m3.png
Scale: 4 px per um. Cells faint in the background.
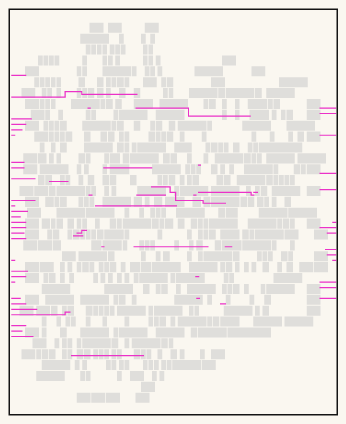
util_map.png
Scale: 4 px per um. 8 x 10 tiles, from white (low) to dark blue (high), 0 to 100% covered.
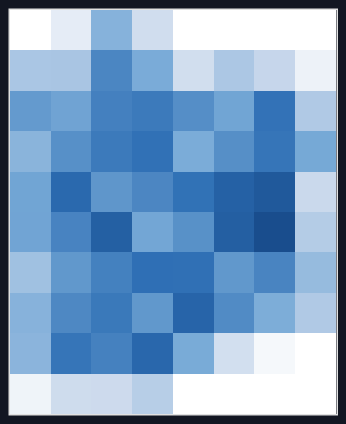
clock_wires.png
Scale: 4 px per um.
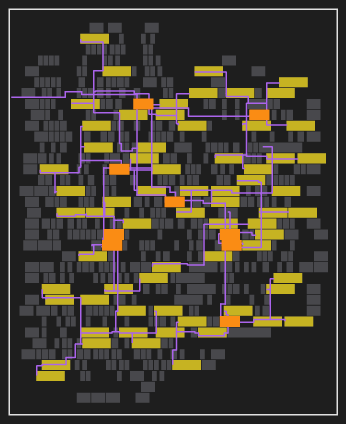
clock_nets.png
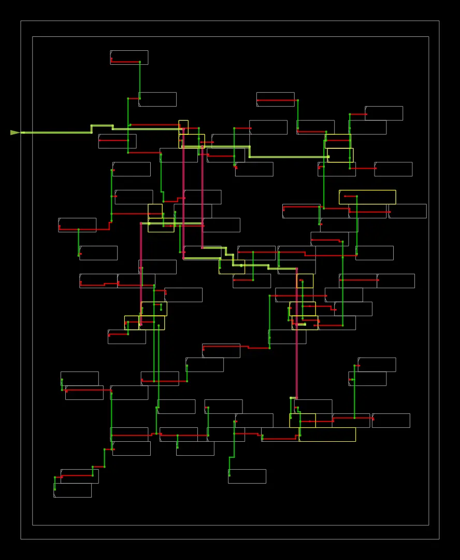
m1.png
Scale: 3 px per um. Supply wires on this layer in gray.
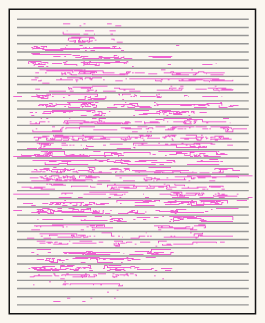
`src/rtl/seq_chunk_adder_pkg.sv`:
```
`default_nettype none
// ============================================================================
// Module      : seq_chunk_adder_pkg
// Description : Shared types and configuration helpers for the sequential
//               chunked adder/subtractor.
// Revision    : 1.0 - initial release
// ============================================================================
package seq_chunk_adder_pkg;

    // Operation phases of the chunked adder
    typedef enum logic [1:0] {
        ST_IDLE = 2'd0,
        ST_RUN  = 2'd1,
        ST_DONE = 2'd2
    } state_t;

    // True when the operand width splits into a whole number of chunks
    function automatic bit chunk_cfg_ok(input int width, input int chunk);
        if (chunk < 1) begin
            return 1'b0;
        end
        if (width < chunk) begin
            return 1'b0;
        end
        return (width % chunk) == 0;
    endfunction

endpackage
`default_nettype wire

```
`src/rtl/seq_chunk_adder_ripple.sv`:
```
`default_nettype none
// ============================================================================
// Module      : chunk_ripple_adder
// Description : Combinational CHUNK-bit ripple of full-adder cells. Exposes
//               the carry into the top bit so the caller can derive signed
//               overflow on the final chunk.
// Revision    : 1.0 - initial release
// ============================================================================
module chunk_ripple_adder #(
    parameter int CHUNK = 4
) (
    input  logic [CHUNK-1:0] x,
    input  logic [CHUNK-1:0] y,
    input  logic             ci,
    output logic [CHUNK-1:0] s,
    output logic             co,
    output logic             c_msb
);

    // w_c[i] is the carry into bit i; w_c[CHUNK] leaves the chunk
    logic [CHUNK:0] w_c;

    assign w_c[0] = ci;

    genvar i;
    generate
        for (i = 0; i < CHUNK; i++) begin : g_fa
            assign s[i]     = x[i] ^ y[i] ^ w_c[i];
            assign w_c[i+1] = (x[i] & y[i]) | (w_c[i] & (x[i] ^ y[i]));
        end
    endgenerate

    assign co    = w_c[CHUNK];
    assign c_msb = w_c[CHUNK-1];

endmodule
`default_nettype wire

```
`src/rtl/seq_chunk_adder.sv`:
```
`default_nettype none
// ============================================================================
// Module      : seq_chunk_adder
// Description : Multi-cycle WIDTH-bit adder/subtractor processing CHUNK bits
//               per clock, LSB chunk first, with a start/busy/done handshake.
// Revision    : 1.0 - initial release
// ============================================================================
module seq_chunk_adder
    import seq_chunk_adder_pkg::*;
#(
    parameter int WIDTH = 16,
    parameter int CHUNK = 4
) (
    input  logic             clk,
    input  logic             rst,
    input  logic             start,
    input  logic [WIDTH-1:0] a,
    input  logic [WIDTH-1:0] b,
    input  logic             cin,
    input  logic             sub,
    output logic             busy,
    output logic             done,
    output logic [WIDTH-1:0] sum,
    output logic             cout,
    output logic             ovf
);

    localparam int NCH  = (CHUNK >= 1) ? (WIDTH / CHUNK) : 1;
    localparam int IDXW = (NCH > 1) ? $clog2(NCH) : 1;
    localparam logic [IDXW-1:0] C_LAST_IDX = IDXW'(NCH - 1);

    generate
        if (!chunk_cfg_ok(WIDTH, CHUNK)) begin : g_cfg_err
            $fatal(1, "seq_chunk_adder: WIDTH must be a positive multiple of CHUNK");
        end
    endgenerate

    state_t            state_q, state_d;
    logic [WIDTH-1:0]  a_q, a_d;
    logic [WIDTH-1:0]  b_q, b_d;
    logic [WIDTH-1:0]  res_q, res_d;
    logic              carry_q, carry_d;
    logic [IDXW-1:0]   idx_q, idx_d;
    logic [WIDTH-1:0]  sum_q, sum_d;
    logic              cout_q, cout_d;
    logic              ovf_q, ovf_d;

    logic [CHUNK-1:0]  w_s;
    logic              w_co;
    logic              w_c_msb;
    logic [WIDTH-1:0]  w_a_shift;
    logic [WIDTH-1:0]  w_b_shift;
    logic [WIDTH-1:0]  w_res_shift;

    // The current chunk always sits in the low bits of the operand registers
    chunk_ripple_adder #(
        .CHUNK (CHUNK)
    ) u_chunk (
        .x     (a_q[CHUNK-1:0]),
        .y     (b_q[CHUNK-1:0]),
        .ci    (carry_q),
        .s     (w_s),
        .co    (w_co),
        .c_msb (w_c_msb)
    );

    // Operands shift down one chunk per cycle; results enter from the top so
    // the first chunk ends up in the LSBs after NCH steps
    generate
        if (NCH == 1) begin : g_single
            assign w_a_shift   = a_q;
            assign w_b_shift   = b_q;
            assign w_res_shift = w_s;
        end else begin : g_multi
            assign w_a_shift   = {{CHUNK{1'b0}}, a_q[WIDTH-1:CHUNK]};
            assign w_b_shift   = {{CHUNK{1'b0}}, b_q[WIDTH-1:CHUNK]};
            assign w_res_shift = {w_s, res_q[WIDTH-1:CHUNK]};
        end
    endgenerate

    // Next-state logic: operand capture, chunk stepping and result commit
    always_comb begin
        state_d = state_q;
        a_d     = a_q;
        b_d     = b_q;
        res_d   = res_q;
        carry_d = carry_q;
        idx_d   = idx_q;
        sum_d   = sum_q;
        cout_d  = cout_q;
        ovf_d   = ovf_q;

        case (state_q)
            ST_IDLE, ST_DONE: begin
                if (start) begin
                    a_d     = a;
                    b_d     = b ^ {WIDTH{sub}};
                    carry_d = sub | cin;
                    idx_d   = '0;
                    state_d = ST_RUN;
                end else begin
                    state_d = ST_IDLE;
                end
            end
            ST_RUN: begin
                a_d     = w_a_shift;
                b_d     = w_b_shift;
                res_d   = w_res_shift;
                carry_d = w_co;
                if (idx_q == C_LAST_IDX) begin
                    sum_d   = w_res_shift;
                    cout_d  = w_co;
                    ovf_d   = w_co ^ w_c_msb;
                    state_d = ST_DONE;
                end else begin
                    idx_d = idx_q + IDXW'(1);
                end
            end
            default: begin
                state_d = ST_IDLE;
            end
        endcase
    end

    // State and datapath registers with synchronous reset
    always_ff @(posedge clk) begin
        if (rst) begin
            state_q <= ST_IDLE;
            a_q     <= '0;
            b_q     <= '0;
            res_q   <= '0;
            carry_q <= 1'b0;
            idx_q   <= '0;
            sum_q   <= '0;
            cout_q  <= 1'b0;
            ovf_q   <= 1'b0;
        end else begin
            state_q <= state_d;
            a_q     <= a_d;
            b_q     <= b_d;
            res_q   <= res_d;
            carry_q <= carry_d;
            idx_q   <= idx_d;
            sum_q   <= sum_d;
            cout_q  <= cout_d;
            ovf_q   <= ovf_d;
        end
    end

    assign busy = (state_q == ST_RUN);
    assign done = (state_q == ST_DONE);
    assign sum  = sum_q;
    assign cout = cout_q;
    assign ovf  = ovf_q;

endmodule
`default_nettype wire

```
`config.mk`:
```
export PLATFORM = sky130hd
export DESIGN_NAME = seq_chunk_adder
export DESIGN_NICKNAME = d
export VERILOG_FILES = /design/src/rtl/seq_chunk_adder_pkg.sv /design/src/rtl/seq_chunk_adder_ripple.sv /design/src/rtl/seq_chunk_adder.sv
export SDC_FILE = /design/constraint.sdc
export NUM_CORES = 1
export LEC_CHECK = 0
export ABC_AREA = 1
export CAP_MARGIN = 20
export CORE_ASPECT_RATIO = 1.25
export CORE_MARGIN = 2
export CORE_UTILIZATION = 40
export DETAILED_ROUTE_END_ITERATION = 10
export GPL_TIMING_DRIVEN = 0
export PLACE_DENSITY = 0.68
export SYNTH_ARGS = -nofsm -noshare
export SYNTH_HDL_FRONTEND = slang
export SYNTH_SLANG_ARGS = --single-unit
```
`constraint.sdc`:
```
create_clock -name clk -period 3.2 [get_ports clk]
set_input_delay 0.48 -clock clk [delete_from_list [all_inputs] [get_ports clk]]
set_output_delay 0.48 -clock clk [all_outputs]
set_load 0.02 [all_outputs]
```
==> CHANGELOG.md <==
## Implementation

* Status: finished clean
* Yosys top cell by area: dfxtp_1
* Peak supply drop at around 340 uV
* Slew Limit Fails at 0
* Seq/Total Area, Yosys at 0.4454
* Pwr/cell area at roughly 500 mW/mm2
* Ys cells at 451
* CP startpoint: state_q[0]
* Sequential power at 0.909 mW
* Total gr overflow at 0
* DP Cell Count at between 500 and 600
* Area reported by Yosys stat at 0.003012 mm2
* Hold path depth at 2
* Drt first pass iters at 4
* Largest type area fraction at 0.4454
* Worst-margin pin slew at 495.4 ps
* Worst hold endpoint: a_q[9]
* Root Driver: clkbuf_8
* Sequential share of power at 0.464
* Worst reg2reg path depth at 10
* Dominant comb cell: simple AND/OR/NAND/NOR gates
* GRT Util Overall at 0.1769
* Final wirelength at 6731 um
* CP max stage cell: clkdlybuf4s50_1
* Placement Setup Slack at 979.0 ps
* Final-report setup violation count at 0
* Yosys xor share at 0
* Vias in the first global route at between 2,000 and 3,000
* Rel. slew slack at 0.6697
* Io pins at between 50 and 60
* Setup crit end: busy
* Crit path cell chain: inv_2, nor2_2, buf_2, clkdlybuf4s50_1
* Fin crit share at 0.7327
* Vias at roughly 2,900
* Synth flops at about 67
* Slowest stage delay, CP at 650 ps
* Syn nets at a little under 500
* Die Ht at slightly above 100 um
* Area grow syn2layout at 29.62%
* Synth Flop Type: dfxtp_1
* Clk buf depth at 2
* Sink Count at 67
* CP Class: flop to output pin
* DR top layer: met4
* Largest net degree at the start of global routing at 13
* Placed instance area at 0.003677 mm2
* Most frequent cells in the layout: nand2_1 (151), dfxtp_1 (67), clkdlybuf4s50_1 (55)
* Routed metal-1 wirelength at 2918 um
* Yosys adder share at 0.03074
* Sw Share at 0.2570
* Synth top cell by count: nand2_1
* Placer Congestion at between 0.8 and 0.9
* Req. time, crit path at 2720 ps
* FF-to-FF Start: b_q[0]
* First-pass GRT wire length at ~11,000 um
* Met2 WL at 3311 um
* Met3 WL post-DR at around 340 um
* Nets at 559
* Combinational power at 0.261 mW
* Drt drc at 0
* Initial antenna violation count at 0
* CTS Hold Bufs at 0
* Post-CTS Setup Inserts at 0
* Hold WS at 371.1 ps
* Top cells, area: dfxtp_1 (45%), nand2_1 (19%), nand3_1 (7.0%)
* Post-route insts no fill at 614
* Worst-path clk slew at 80 ps
* Hold Path Origin: rst
* H-tree depth at 3
* Post-route cell area at 0.003904 mm2
* CP bufs+invs at 3
* Ys async rst share at 0
* Detailed placer's ending HPWL at ~5000 um
* Clock share of power at 0.403
* Die X at 81.61 um
* Max Fclk at 426.5 MHz
* Worst Path Arrival at 1860 ps
* Final ANT Viol Nets at 0
* Post-CTS resize count at 0
* Distinct lib cells used at 19
* Cell family with most CP delay: buffers and inverters
* Post-synth top cells: nand2_1 (151), dfxtp_1 (67), inv_1 (54)
* Max-Cap Viols at 0
* Psw at 0.5034 mW
* Commonest Layout Cell: nand2_1
* Synth Cell Area at 0.003012 mm2
About m3.png:
The wires run mostly horizontal. 54 nets have wire on it. The layer holds 5.0% of the routed length. The longest straight run is 20.2 um. The layer carries 336 um of wire.

About util_map.png:
13% of the tiles are nearly empty. 10% of the tiles are over 75% full. The densest ninth of the die: middle.
Init Core Util: 0.4094
Core ar.: 0.007357 mm2
final core occ: 0.5306

About clock_wires.png:
Purple marks clock wires, length 816 um. Yellow marks flip-flops, count 67. Orange marks clock-net drivers, count 9.
There are 10 routed clock nets.
Clock Skews: 7.841 ps
Late-Pin Clk Latency: 340 ps
clock-net power: 0.789 mW

About clock_nets.png:
CTS buffer count: 9
CLK BUF: 10

About m1.png:
The layer carries 2,920 um of wire. The layer holds 43% of the routed length. The wires run mostly horizontal.

==> per-layer routing <==
layer / track usage / vias to the layer above
met5: 0 / -
met4: 0.07179 / 0
met3: 0.03853 / 16
met2: 0.3039 / 73
met1: 0.2112 / 1255
li1: - / 1509
==> logic make-up (layout without fill, tap and decap cells) <==
family | count (synthesis) | after routing
adder cells (fa/ha/maj) | 5 | 5
buffers and inverters | 82 | 153
flip-flops | 67 | 67
AND/OR/NAND/NOR | 249 | 249
AND-OR/OR-AND | 48 | 48
==> area by class of cell <==
cell class / count / area [um2]
Sequential cell: 67 / 1341
Timing Repair Buffer: 55 / 550.5
Tap cell: 92 / 115.1
Clock inverter: 6 / 88.84
Buffer: 24 / 112.6
Clock buffer: 10 / 137.6
Multi-Input combinational cell: 302 / 1340
Inverter: 58 / 217.7
Fill cell: 742 / 3453
No activity file was given, so power comes from the tool's default toggle rates.
